$ cat config.mk
export PLATFORM = sky130hd
export DESIGN_NAME = au_cmd_driver
export DESIGN_NICKNAME = d
export VERILOG_FILES = /design/src/rtl/au_cmd_driver.sv
export SDC_FILE = /design/constraint.sdc
export NUM_CORES = 1
export LEC_CHECK = 0
export ABC_AREA = 1
export CAP_MARGIN = 5
export CORE_ASPECT_RATIO = 1.4
export CORE_MARGIN = 8
export CORE_UTILIZATION = 50
export CTS_CLUSTER_DIAMETER = 60
export DETAILED_ROUTE_END_ITERATION = 7
export GPL_TIMING_DRIVEN = 0
export HOLD_SLACK_MARGIN = 0.12
export PLACE_DENSITY = 0.81
export SLEW_MARGIN = 20
export SYNTH_ARGS = -nofsm -noshare
export SYNTH_HDL_FRONTEND = slang
export SYNTH_SLANG_ARGS = --single-unit
$ cat constraint.sdc
create_clock -name clk -period 3.1 [get_ports clk]
set_clock_uncertainty 0.1 [all_clocks]
set_input_delay 0.31 -clock clk [delete_from_list [all_inputs] [get_ports clk]]
set_output_delay 0.31 -clock clk [all_outputs]
set_load 0.05 [all_outputs]
$ cat src/rtl/au_cmd_driver.sv
// Command front-end for the packed arithmetic unit: registers each command onto au_ip_o,
// captures au_o_i one cycle later with status flags, and returns results through a 2-entry FIFO.
module au_cmd_driver #(
    parameter int W     = 16,
    parameter int TAG_W = 4,
    parameter int CNT_W = 16
) (
    input  logic             clk,
    input  logic             rst,
    input  logic             cmd_valid,
    output logic             cmd_ready,
    input  logic [W-1:0]     cmd_a,
    input  logic [W-1:0]     cmd_b,
    input  logic [1:0]       cmd_op,
    input  logic             cmd_signed,
    input  logic [TAG_W-1:0] cmd_tag,
    output logic [2*W+2:0]   au_ip_o,
    input  logic [W-1:0]     au_o_i,
    output logic             rsp_valid,
    input  logic             rsp_ready,
    output logic [W-1:0]     rsp_data,
    output logic [TAG_W-1:0] rsp_tag,
    output logic             rsp_dbz,
    output logic             rsp_ovf,
    output logic [CNT_W-1:0] ops_done
);

    localparam logic [1:0] OP_ADD = 2'd0;
    localparam logic [1:0] OP_SUB = 2'd1;
    localparam logic [1:0] OP_MUL = 2'd2;
    localparam logic [1:0] OP_DIV = 2'd3;
    localparam logic [W-1:0] MOST_NEG = {1'b1, {(W-1){1'b0}}};

    typedef enum logic {IDLE, EXEC} state_t;

    state_t           state_q, state_d;
    logic [2*W+2:0]   au_ip_q, au_ip_d;
    logic [TAG_W-1:0] tag_q, tag_d;

    logic [W-1:0]     buf_data_q [2];
    logic [TAG_W-1:0] buf_tag_q  [2];
    logic [1:0]       buf_dbz_q, buf_ovf_q;
    logic             head_q, head_d;
    logic [1:0]       count_q, count_d;
    logic [CNT_W-1:0] ops_q, ops_d;

    logic             accept, push, pop, wr_idx;
    logic [W-1:0]     op_a, op_b;
    logic [1:0]       op_code;
    logic             op_signed;
    logic [W:0]       sum_w, diff_w;
    logic [W-1:0]     res_data;
    logic             res_dbz, res_ovf;

    assign {op_a, op_b, op_code, op_signed} = au_ip_q;
    assign sum_w  = {1'b0, op_a} + {1'b0, op_b};
    assign diff_w = {1'b0, op_a} - {1'b0, op_b};

    // Flags come from the latched operands; au_o_i only supplies the data word.
    always_comb begin
        res_data = au_o_i;
        res_dbz  = 1'b0;
        res_ovf  = 1'b0;
        case (op_code)
            OP_ADD: res_ovf = op_signed ? ((op_a[W-1] == op_b[W-1]) && (sum_w[W-1] != op_a[W-1]))
                                        : sum_w[W];
            OP_SUB: res_ovf = op_signed ? ((op_a[W-1] != op_b[W-1]) && (diff_w[W-1] != op_a[W-1]))
                                        : diff_w[W];
            OP_MUL: res_ovf = 1'b0;
            OP_DIV: begin
                if (op_b == '0) begin
                    res_dbz  = 1'b1;
                    res_data = op_signed ? '0 : '1;
                end else begin
                    res_ovf = op_signed && (op_a == MOST_NEG) && (op_b == '1);
                end
            end
            default: res_ovf = 1'b0;
        endcase
    end

    // Accepting only with a free slot means the EXEC write can never be refused.
    always_comb begin
        state_d   = state_q;
        au_ip_d   = au_ip_q;
        tag_d     = tag_q;
        cmd_ready = 1'b0;
        accept    = 1'b0;
        push      = 1'b0;
        case (state_q)
            IDLE: begin
                cmd_ready = !rst && (count_q < 2'd2);
                accept    = cmd_valid && cmd_ready;
                if (accept) begin
                    au_ip_d = {cmd_a, cmd_b, cmd_op, cmd_signed};
                    tag_d   = cmd_tag;
                    state_d = EXEC;
                end
            end
            EXEC: begin
                push    = 1'b1;
                state_d = IDLE;
            end
            default: state_d = IDLE;
        endcase
    end

    assign rsp_valid = (count_q != 2'd0);
    assign pop       = rsp_valid && rsp_ready;
    assign wr_idx    = head_q ^ (count_q != 2'd0);

    always_comb begin
        count_d = count_q;
        case ({push, pop})
            2'b10:   count_d = count_q + 2'd1;
            2'b01:   count_d = count_q - 2'd1;
            default: count_d = count_q;
        endcase
        head_d = pop ? ~head_q : head_q;
        ops_d  = pop ? ops_q + CNT_W'(1) : ops_q;
    end

    always_ff @(posedge clk) begin
        if (rst) begin
            state_q <= IDLE;
            au_ip_q <= '0;
            tag_q   <= '0;
            head_q  <= 1'b0;
            count_q <= 2'd0;
            ops_q   <= '0;
        end else begin
            state_q <= state_d;
            au_ip_q <= au_ip_d;
            tag_q   <= tag_d;
            head_q  <= head_d;
            count_q <= count_d;
            ops_q   <= ops_d;
        end
    end

    always_ff @(posedge clk) begin
        if (rst) begin
            buf_data_q[0] <= '0;
            buf_data_q[1] <= '0;
            buf_tag_q[0]  <= '0;
            buf_tag_q[1]  <= '0;
            buf_dbz_q     <= '0;
            buf_ovf_q     <= '0;
        end else if (push) begin
            buf_data_q[wr_idx] <= res_data;
            buf_tag_q[wr_idx]  <= tag_q;
            buf_dbz_q[wr_idx]  <= res_dbz;
            buf_ovf_q[wr_idx]  <= res_ovf;
        end
    end

    assign au_ip_o  = au_ip_q;
    assign rsp_data = buf_data_q[head_q];
    assign rsp_tag  = buf_tag_q[head_q];
    assign rsp_dbz  = buf_dbz_q[head_q];
    assign rsp_ovf  = buf_ovf_q[head_q];
    assign ops_done = ops_q;

endmodule

### Metal layers overlaid

(3 px per um) Only two layers are drawn.
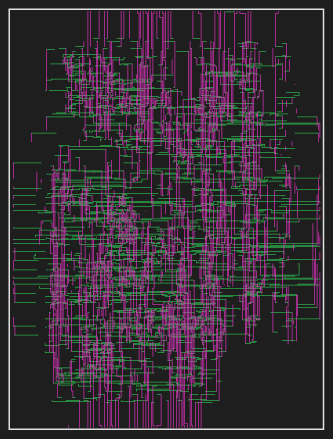
layer	colour	wire length
met2	magenta	8110 um
met1	green	6340 um

### Pin placement

(3 px per um) Pins as bars across the die edge, other pins in grey.
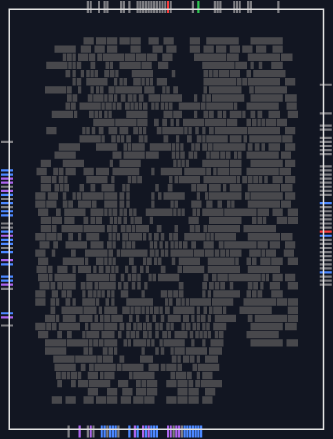
port	colour	pins	direction	edge
`au_ip_o`	blue	35	output	18 bottom, 14 left, 3 right
`cmd_op`	red	2	input	1 right, 1 top
`rsp_ovf`	green	1	output	top
`cmd_a`	purple	16	input	9 bottom, 7 left
all pins by edge	38 right, 34 bottom, 32 top, 30 left

### Layout detail

Window x 32 to 72, y 50 to 90 um. Cells in grey, sequential cells in the stronger grey; small squares are vias.
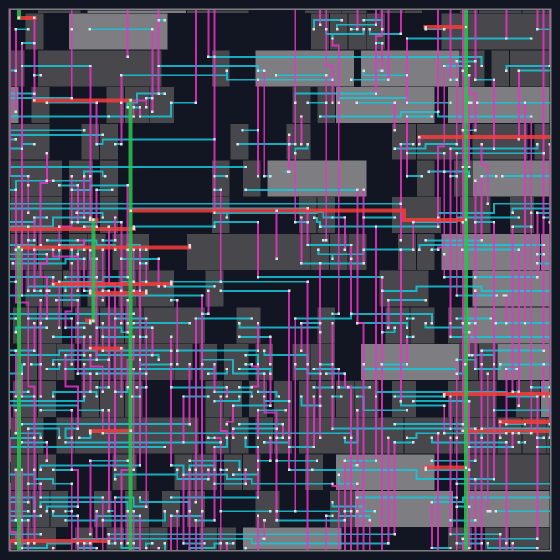
layer	colour
met2	magenta
met1	cyan
met4	green
met3	red
sequential cells in the window	16
netlist names of flops here include	`buf_tag_q` (5), `au_ip_o` (4), `tag_q` (4)
cells with their middle in the window	158
most frequent	nand2_1 (36), a21oi_1 (21), nor2_1 (16)

### Metal 2

(3 px per um)
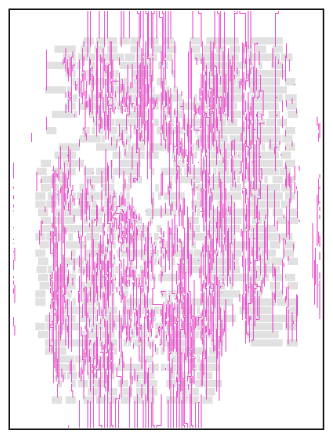
longest straight run	49.3 um
wire length on this layer	8110 um
main direction	vertical
nets with wire on the layer	761
share of all routed wire	52%

### Placed standard cells

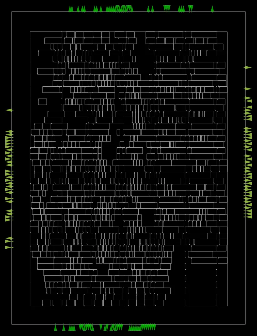
post-layout util: 0.6743
flip-flop and latch count: 104
Non-Filler Instances: 956
core region area: 0.01075 mm^2

==> impl_metrics.json <==
{
  "cp-start-kind": "primary input",
  "p_per_area_mw_per_mm2": 554.8,
  "hold_buffers": 0,
  "status": "finished clean",
  "ff_type": "dfxtp_1",
  "hold_depth": 2,
  "synth.distinct_cells": 32,
  "pg_comb_mw": 1.26,
  "met3_usage": 0.03235,
  "top_usage_layer": "met2",
  "gp_congestion": 0.9173,
  "numCtsBuffers": 9,
  "synth-area-yosys_mm2": 0.005448,
  "worstPathMaxFanout": 20,
  "yosys_warnings": 0,
  "worstPathRequired_ns": 2.89,
  "warning_count": 41,
  "crit_path_end": "buf_data_q[0][3]",
  "rsz0062_at_grt": "no",
  "p_sw_frac": 0.3657,
  "powerSeq_mw": 1.63,
  "dr_total_vias": 5102,
  "grt_max_degree": 21,
  "synthesis.area_mm2": 0.005448,
  "cts_root_buf": "clkbuf_16",
  "edf_count": 40,
  "power_mw": 4.023,
  "p_sw_mw": 1.471
}
-- stage by stage --
stage          TNS (ns)  instances  setup WS, ns  instance area [um^2]
6_report              0        956        0.2659                  7252
3_3_place_gp     -2.988        940      -0.07928                  6955
2_1_floorplan         0        666        0.5759                  5448
4_1_cts               0        956        0.2598                  7252
5_1_grt               0        956       0.06930                  7252
3_5_place_dp     -3.702        940       -0.1014                  6955
-- layout by cell type, fill, tap and decap left out, types with 5 or more instances in the layout --
| cell type | n |
|---|---|
| nand4_1 | 10 |
| nor3_1 | 13 |
| inv_1 | 76 |
| nor2_1 | 43 |
| clkbuf_1 | 21 |
| clkbuf_16 | 9 |
| a21oi_1 | 108 |
| o21ai_1 | 5 |
| edfxtp_1 | 40 |
| clkdlybuf4s50_1 | 133 |
| ha_1 | 32 |
| inv_2 | 12 |
| dfxtp_1 | 64 |
| nand3_1 | 13 |
| nand2_1 | 130 |
| o21ai_0 | 52 |
| mux2_2 | 20 |
-- kinds of logic (layout without fill, tap and decap cells) --
logic type / Yosys count / count (layout) / synth area share
and+or+nand+nor: 222 / 222 / 0.1817
buffers and inverters: 115 / 264 / 0.08475
muxes: 20 / 20 / 0.04134
xor gates and xnor gates: 3 / 3 / 0.004824
AOI/OAI and AO/OA: 170 / 170 / 0.1582
adders and majority gates: 32 / 32 / 0.07349
DFF: 104 / 104 / 0.4557
-- cell type report --
cell class	instances	area (um^2)
Sequential cell	104	2482
Fill cell	881	3502
Clock buffer	9	225.2
Tap cell	141	176.4
Timing Repair Buffer	133	1331
Inverter	90	337.8
Buffer	25	123.9
Clock inverter	7	71.32
Multi-Input combinational cell	447	2504
-- worst max-delay path, delay by kind of cell --
kind	cells	cell delay [ns]
AND/OR/NAND/NOR	1	0.66
buffers and inverters	4	1.64
